==> src/rtl/jtag_pkg.sv <==
// Shared TAP definitions: state encoding (IEEE 1149.1 reference codes), opcodes,
// data-register select and the TAP next-state function.
package jtag_pkg;

    typedef enum logic [3:0] {
        ST_TLR      = 4'hF,
        ST_RTI      = 4'hC,
        ST_SEL_DR   = 4'h7,
        ST_CAP_DR   = 4'h6,
        ST_SHIFT_DR = 4'h2,
        ST_EXIT1_DR = 4'h1,
        ST_PAUSE_DR = 4'h3,
        ST_EXIT2_DR = 4'h0,
        ST_UPD_DR   = 4'h5,
        ST_SEL_IR   = 4'h4,
        ST_CAP_IR   = 4'hE,
        ST_SHIFT_IR = 4'hA,
        ST_EXIT1_IR = 4'h9,
        ST_PAUSE_IR = 4'hB,
        ST_EXIT2_IR = 4'h8,
        ST_UPD_IR   = 4'hD
    } tap_state_t;

    localparam int unsigned OP_EXTEST = 0;
    localparam int unsigned OP_SAMPLE = 1;
    localparam int unsigned OP_IDCODE = 2;

    typedef enum logic [1:0] {
        DR_BSR,
        DR_ID,
        DR_BYP
    } dr_sel_t;

    function automatic tap_state_t tap_next(input tap_state_t s, input logic tms);
        tap_state_t n;
        n = ST_TLR;
        case (s)
            ST_TLR:      n = tms ? ST_TLR      : ST_RTI;
            ST_RTI:      n = tms ? ST_SEL_DR   : ST_RTI;
            ST_SEL_DR:   n = tms ? ST_SEL_IR   : ST_CAP_DR;
            ST_CAP_DR:   n = tms ? ST_EXIT1_DR : ST_SHIFT_DR;
            ST_SHIFT_DR: n = tms ? ST_EXIT1_DR : ST_SHIFT_DR;
            ST_EXIT1_DR: n = tms ? ST_UPD_DR   : ST_PAUSE_DR;
            ST_PAUSE_DR: n = tms ? ST_EXIT2_DR : ST_PAUSE_DR;
            ST_EXIT2_DR: n = tms ? ST_UPD_DR   : ST_SHIFT_DR;
            ST_UPD_DR:   n = tms ? ST_SEL_DR   : ST_RTI;
            ST_SEL_IR:   n = tms ? ST_TLR      : ST_CAP_IR;
            ST_CAP_IR:   n = tms ? ST_EXIT1_IR : ST_SHIFT_IR;
            ST_SHIFT_IR: n = tms ? ST_EXIT1_IR : ST_SHIFT_IR;
            ST_EXIT1_IR: n = tms ? ST_UPD_IR   : ST_PAUSE_IR;
            ST_PAUSE_IR: n = tms ? ST_EXIT2_IR : ST_PAUSE_IR;
            ST_EXIT2_IR: n = tms ? ST_UPD_IR   : ST_SHIFT_IR;
            ST_UPD_IR:   n = tms ? ST_SEL_DR   : ST_RTI;
            default:     n = ST_TLR;
        endcase
        return n;
    endfunction

endpackage

==> src/rtl/jtag_sync_edge.sv <==
// Two-flop synchronizer for an asynchronous JTAG pin plus registered edge pulses,
// so rise/fall appear one iclk wide, three iclk after the pin edge.
module jtag_sync_edge (
    input  logic iclk,
    input  logic resetn,
    input  logic din,
    output logic level,
    output logic rise,
    output logic fall
);

    logic meta;
    logic sync;
    logic prev;

    always_ff @(posedge iclk or negedge resetn) begin
        if (!resetn) begin
            meta <= 1'b0;
            sync <= 1'b0;
            prev <= 1'b0;
            rise <= 1'b0;
            fall <= 1'b0;
        end else begin
            meta <= din;
            sync <= meta;
            prev <= sync;
            rise <= sync & ~prev;
            fall <= ~sync & prev;
        end
    end

    assign level = sync;

endmodule

==> src/rtl/jtag_tap_ctrl.sv <==
// IEEE 1149.1 TAP controller run in the iclk domain: FSM, IR, IDCODE/BYPASS registers,
// boundary-scan strobes and TDO mux.
module jtag_tap_ctrl
    import jtag_pkg::*;
#(
    parameter int unsigned IR_W   = 4,
    parameter logic [31:0] IDCODE = 32'h1000_0001
) (
    input  logic iclk,
    input  logic resetn,
    input  logic tck,
    input  logic tms,
    input  logic tdi,
    output logic tdo,
    output logic tdo_en,
    input  logic bsr_tdo,
    output logic bsr_tdi,
    output logic shift_dr,
    output logic clk_dr,
    output logic update_dr,
    output logic mode
);

    logic tck_s, tck_rise, tck_fall;
    logic tms_s, tms_rise, tms_fall;
    logic tdi_s, tdi_rise, tdi_fall;
    logic unused_edges;

    jtag_sync_edge u_sync_tck (.iclk(iclk), .resetn(resetn), .din(tck),
                               .level(tck_s), .rise(tck_rise), .fall(tck_fall));
    jtag_sync_edge u_sync_tms (.iclk(iclk), .resetn(resetn), .din(tms),
                               .level(tms_s), .rise(tms_rise), .fall(tms_fall));
    jtag_sync_edge u_sync_tdi (.iclk(iclk), .resetn(resetn), .din(tdi),
                               .level(tdi_s), .rise(tdi_rise), .fall(tdi_fall));

    assign unused_edges = ^{tck_s, tms_rise, tms_fall, tdi_rise, tdi_fall};

    tap_state_t        state;
    tap_state_t        state_nxt;
    logic [IR_W-1:0]   ir_sr;
    logic [IR_W-1:0]   ir_act;
    logic [31:0]       id_sr;
    logic              byp;
    dr_sel_t           dr_sel;
    logic              bsr_sel;
    logic              dr_lsb;

    always_comb begin
        state_nxt = tap_next(state, tms_s);
    end

    always_comb begin
        dr_sel = DR_BYP;
        if (ir_act == IR_W'(OP_EXTEST) || ir_act == IR_W'(OP_SAMPLE))
            dr_sel = DR_BSR;
        else if (ir_act == IR_W'(OP_IDCODE))
            dr_sel = DR_ID;
    end

    always_comb begin
        dr_lsb = byp;
        case (dr_sel)
            DR_BSR:  dr_lsb = bsr_tdo;
            DR_ID:   dr_lsb = id_sr[0];
            default: dr_lsb = byp;
        endcase
    end

    always_ff @(posedge iclk or negedge resetn) begin
        if (!resetn)
            state <= ST_TLR;
        else if (tck_rise)
            state <= state_nxt;
    end

    // IR shifts on TCK rise but only becomes active on the UPDATE_IR fall.
    always_ff @(posedge iclk or negedge resetn) begin
        if (!resetn) begin
            ir_sr  <= '0;
            ir_act <= IR_W'(OP_IDCODE);
        end else begin
            if (tck_rise) begin
                if (state == ST_CAP_IR)
                    ir_sr <= IR_W'(1);
                else if (state == ST_SHIFT_IR)
                    ir_sr <= {tdi_s, ir_sr[IR_W-1:1]};
                if (state_nxt == ST_TLR)
                    ir_act <= IR_W'(OP_IDCODE);
            end
            if (tck_fall && state == ST_UPD_IR)
                ir_act <= ir_sr;
        end
    end

    always_ff @(posedge iclk or negedge resetn) begin
        if (!resetn) begin
            id_sr <= '0;
            byp   <= 1'b0;
        end else if (tck_rise) begin
            if (state == ST_CAP_DR) begin
                if (dr_sel == DR_ID)
                    id_sr <= IDCODE;
                if (dr_sel == DR_BYP)
                    byp <= 1'b0;
            end else if (state == ST_SHIFT_DR) begin
                if (dr_sel == DR_ID)
                    id_sr <= {tdi_s, id_sr[31:1]};
                if (dr_sel == DR_BYP)
                    byp <= tdi_s;
            end
        end
    end

    always_ff @(posedge iclk or negedge resetn) begin
        if (!resetn) begin
            tdo    <= 1'b0;
            tdo_en <= 1'b0;
        end else if (tck_fall) begin
            if (state == ST_SHIFT_IR) begin
                tdo    <= ir_sr[0];
                tdo_en <= 1'b1;
            end else if (state == ST_SHIFT_DR) begin
                tdo    <= dr_lsb;
                tdo_en <= 1'b1;
            end else begin
                tdo_en <= 1'b0;
            end
        end
    end

    assign bsr_sel   = (dr_sel == DR_BSR);
    assign shift_dr  = bsr_sel && (state == ST_SHIFT_DR);
    assign clk_dr    = bsr_sel && tck_rise && (state == ST_CAP_DR || state == ST_SHIFT_DR);
    assign update_dr = bsr_sel && tck_fall && (state == ST_UPD_DR);
    assign mode      = (ir_act == IR_W'(OP_EXTEST));
    assign bsr_tdi   = tdi_s;

endmodule

==> config.mk <==
export PLATFORM = sky130hd
export DESIGN_NAME = jtag_tap_ctrl
export DESIGN_NICKNAME = d
export VERILOG_FILES = /design/src/rtl/jtag_pkg.sv /design/src/rtl/jtag_sync_edge.sv /design/src/rtl/jtag_tap_ctrl.sv
export SDC_FILE = /design/constraint.sdc
export NUM_CORES = 1
export LEC_CHECK = 0
export CORE_MARGIN = 1
export CORE_UTILIZATION = 53
export CTS_CLUSTER_DIAMETER = 80
export DETAILED_ROUTE_END_ITERATION = 8
export PLACE_DENSITY = 0.77
export SYNTH_ARGS = -nofsm -noshare
export SYNTH_HDL_FRONTEND = slang
export SYNTH_HIERARCHICAL = 1
export SYNTH_SLANG_ARGS = --single-unit
export TNS_END_PERCENT = 20
==> constraint.sdc <==
create_clock -name iclk -period 1.75 [get_ports iclk]
set_input_delay 0.35 -clock iclk [delete_from_list [all_inputs] [get_ports iclk]]
set_output_delay 0.35 -clock iclk [all_outputs]
set_load 0.05 [all_outputs]
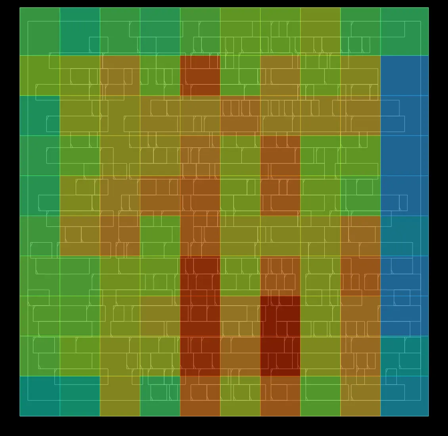
run_1/congestion.png
global-route layer with the greatest usage: met2
total routing resource utilization after global routing: 0.199
mean routed wirelength per cell: 14.5 um
met3 Resource Use GR: 0.0433

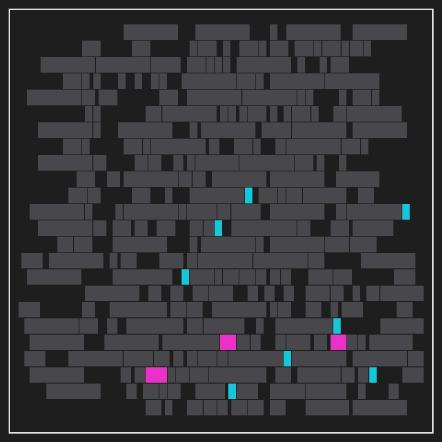
run_1/logic_types.png
(6 px per um)
color	family	cells
cyan	inv cells	8
magenta	non-inverting ao/oa cells	3

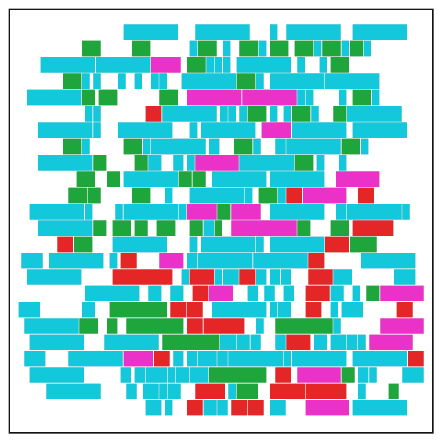
run_1/sizes.png
(6 px per um)
color	size	cells
cyan	_0 and _1 cells	166
red	_3 and _4 cells	30
magenta	_6 and larger	18
green	_2 cells	56

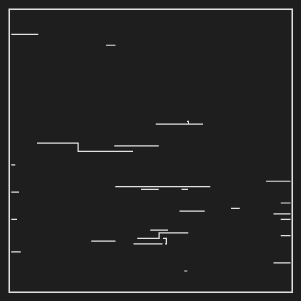
run_1/layer_met3.png
(4 px per um)
main direction	horizontal
wire length on this layer	152 um
share of all routed wire	3.3%
nets with wire on the layer	22
longest straight run	23.5 um

-- run 1: cell type report --
type,instances,area [um2]
multi-input cells,162,1050
clock buffers,5,68.8
fillers,324,1330
flip-flops and latches,56,1410
inverters,8,30.0
well taps,52,65.1
repair buffers,36,423
clock inverters,3,42.5
-- run 1: metrics by stage --
stage | total power, mW | setup TNS [ns]
5_1_grt | 4.22 | -1.76
2_1_floorplan | 2.45 | -0.105
6_report | 4.01 | -0.412
4_1_cts | 3.83 | -0.393
3_5_place_dp | 2.85 | 0
3_3_place_gp | 2.83 | 0
-- run 1: worst max-delay path, cell delays in order (launching register included) --
cell                      delay, ns
sky130_fd_sc_hd__dfstp_2       0.60
sky130_fd_sc_hd__nor3b_4       0.22
sky130_fd_sc_hd__nor3b_4       0.25
sky130_fd_sc_hd__buf_12        0.16
==> run summary, run 1 <==
flow finished, numbers: violated checks=setup timing, mean post-synth cell area=10.2 um2, worst hold stages=0, switching share of total power=0.349, endpoint class of the critical path=output pin, pre-CTS setup slack=0.0183 ns, effective utilization at floorplan=0.561, first-pass iteration count of the detailed router=4, post-CTS setup-driven buffer insertion count=5, Pins Over Slew Limit=0, clock network latency to the later pin of the worst-skew pair=0.31 ns, vias after detailed routing=1,784, area after detailed placement=2770 um2, number of antenna violations at the first check in global routing=0, Setup CP Type=reg -> out, layout cell share with drive strength beyond 1=0.385, sum of routed wire length over all layers=4680 um, portion of the clock cycle consumed by the worst path in the final layout=1.08, WL met1=2120 um, final-report hold violation count=0, share of total power in the clock network=0.212, power in the clock group=849 uW, post-layout minimum cycle time=1.88 ns, worst clock skew=0.0144 ns, register containing the most flip-flops in the final layout=id_sr, Net count, final=275, cell count after synthesis=243, clk buf depth=2, Worst Min Path Start=u_sync_tms/meta, end of the critical path=shift_dr, post-CTS resize count=6, Static Leakage=1.34 nW, highest fanout seen on the critical path=4, Register-to-Register Setup Slack=-0.03 ns, switching power=1.40 mW, most used logic cell in the final layout=sky130_fd_sc_hd__nand2_1, Area growth, synth to finish=24.6%, capture instance of the worst register-to-register path=id_sr[28], power density cells=1300 nW/um2, worst voltage drop across the vdd grid=0.000772 V, worst hold-check path type=reg -> reg, post-route standard cell area excluding fillers=3090 um2, final core occ=0.699, critical path startpoint category=flop, status=finished, violations left, met1 Use GR=0.281, final setup fails=10, number of standard cells in the final layout excluding fillers=322, crit path launch=state[1], worst setup margin=-0.132 ns, maximum clock frequency=0.531 GHz, maximum number of pins on one net before global-route repair=35, vias per cell=5.54, number of warnings printed during yosys synthesis=6, transition time of the tightest slew-check pin=0.385 ns, seq pwr=1.64 mW, reported max-cap violation count=0, 1st-iter DRT viols=132, power attributed to combinational cells=1.52 mW, clk sink count=56, top metal layer carrying routed signals=met4, clock-pin slew reported for the worst setup and hold paths after clock tree synthesis=0.09 ns, number of flip-flops in the largest register=32
==> run 1 -> run 2 <==
Settings changed: GPL_TIMING_DRIVEN set to 0, SETUP_SLACK_MARGIN set to 0.5.
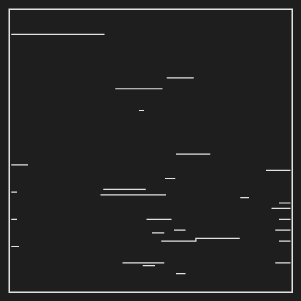
run_2/layer_met3.png
(4 px per um)
main direction	horizontal
nets with wire on the layer	23
wire length on this layer	160 um

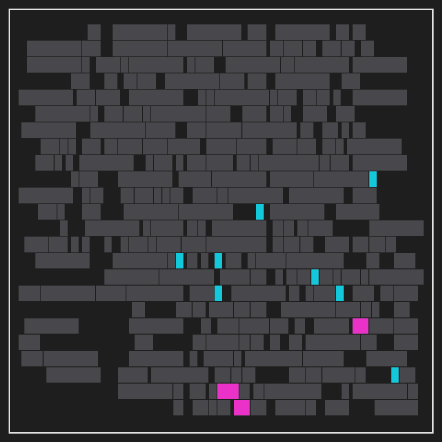
run_2/logic_types.png
(6 px per um)
color	family	cells
cyan	inv cells	8
magenta	non-inverting ao/oa cells	3
most used logic cell in the final layout: sky130_fd_sc_hd__dfrtp_1
number of standard cells in the final layout excluding fillers: 330
logic gate fraction of the total cell area: 0.348

==> run 2 against run 1 <==
The flow still finishes with violations (setup timing). Critical path depth rose by 1. Final cell count rose by 2.5%. Wire length rose by 5.7%. Sequential power barely moved. Non-clock buffer count rose by 8. Area after synthesis did not move. Global-route usage rose by 1.7 points. Hold slack got worse by 0.30 ns. Sequential cell count did not move. Largest cell class unchanged. Largest power group unchanged.
==> run summary, run 2 <==
flow finished, numbers: status=finished, violations left (unchanged), violated checks=setup timing (unchanged), maximum number of pins on one net before global-route repair=30 (was 35), mean post-synth cell area=10.2 um2 (unchanged), total negative slack for setup checks=-1.65 ns (was -0.412 ns), final-report hold violation count=0 (unchanged), register containing the most flip-flops in the final layout=id_sr (unchanged), seq pwr=1.63 mW (was 1.64 mW), sum of routed wire length over all layers=4940 um (was 4680 um), clk buf depth=2 (unchanged), slowest cell on the critical path=sky130_fd_sc_hd__dfstp_2 (unchanged), power density cells=1200 nW/um2 (was 1300 nW/um2), series of cell instances along the critical path=buf_8 > nor3b_4 > nor3b_4 > buf_6 (was nor3b_4 > nor3b_4 > buf_12), Area growth, synth to finish=31.4% (was 24.6%), maximum clock frequency=0.533 GHz (was 0.531 GHz), met3 Resource Use GR=0.0433 (unchanged), cell type with the highest occurrence count on the critical path=sky130_fd_sc_hd__nor3b_4 (unchanged), layout cell share with drive strength beyond 1=0.453 (was 0.385), clk sink count=56 (unchanged), worst voltage drop across the vdd grid=0.000871 V (was 0.000772 V), final core occ=0.737 (was 0.699), met1 Use GR=0.296 (was 0.281), Static Leakage=1.41 nW (was 1.34 nW), clock network latency to the later pin of the worst-skew pair=0.31 ns (about the same), worst clock skew=0.0163 ns (was 0.0144 ns), Setup CP Type=reg -> out (unchanged), top metal layer carrying routed signals=met4 (unchanged), cell count after synthesis=243 (unchanged), number of flip-flops in the largest register=32 (unchanged), endpoint class of the critical path=output pin (unchanged), worst hold-check path type=in -> async (was reg -> reg), register area=1410 um2 (unchanged), post-CTS resize count=97 (was 6), Net count, final=283 (was 275), longest individual stage delay on the worst path=0.54 ns (was 0.60 ns), effective utilization at floorplan=0.561 (unchanged), total routing resource utilization after global routing=0.217 (was 0.199), highest fanout seen on the critical path=6 (was 4), total power after layout=3.90 mW (was 4.01 mW), post-CTS setup-driven buffer insertion count=10 (was 5), worst setup margin=-0.126 ns (was -0.132 ns), clock-pin slew reported for the worst setup and hold paths after clock tree synthesis=0.09 ns (about the same), number of warnings printed during yosys synthesis=6 (unchanged), critical path startpoint category=flop (unchanged), share of total power in the clock network=0.187 (was 0.212), filler instances=283 (was 324), switching power=1.38 mW (was 1.40 mW), transition time of the tightest slew-check pin=0.631 ns (was 0.385 ns), CP delay by family, top=flip-flops (unchanged), vias after detailed routing=1,817 (was 1,784), WL met1=2260 um (was 2120 um), Pins Over Slew Limit=0 (unchanged), post-layout minimum cycle time=1.88 ns (about the same), final setup fails=35 (was 10), first-pass iteration count of the detailed router=4 (unchanged), mean routed wirelength per cell=15.0 um (was 14.5 um)
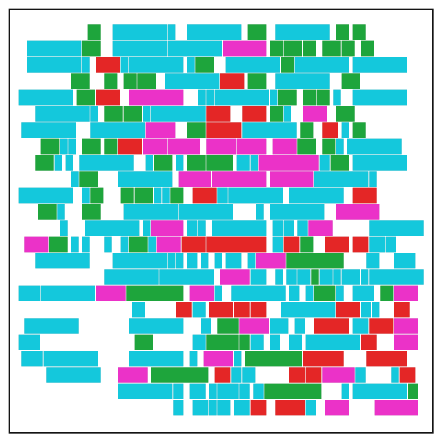
run_2/sizes.png
(6 px per um)
color	size	cells
green	_2 cells	63
magenta	_6 and larger	31
red	_3 and _4 cells	32
cyan	_0 and _1 cells	152

==> run 2: final timing paths <==
kind                                         end  slack (ns)             from  cells after the start
worst max-delay path                    shift_dr       -0.13         state[1]                      4
worst min-delay path                      tdo_en        0.06           resetn                      1
worst max register to register         id_sr[15]       -0.08         state[1]                      7
min in group iclk               u_sync_tck/level        0.36  u_sync_tck/meta                      0
worst min register to register  u_sync_tck/level        0.36  u_sync_tck/meta                      0
max in group asynchronous              ir_act[1]        1.05           resetn                      2
==> run 2: final cells by class <==
cell class | count | area share
tap | 52 | 0.0200
clock inverter | 1 | 0.00231
inverter | 8 | 0.00923
sequential | 56 | 0.433
timing repair buffer | 27 | 0.0880
multi-input combinational | 162 | 0.348
buffer | 17 | 0.0738
clock buffer | 7 | 0.0265
Power figures rest on the tool's default switching activity, not on a simulated workload.
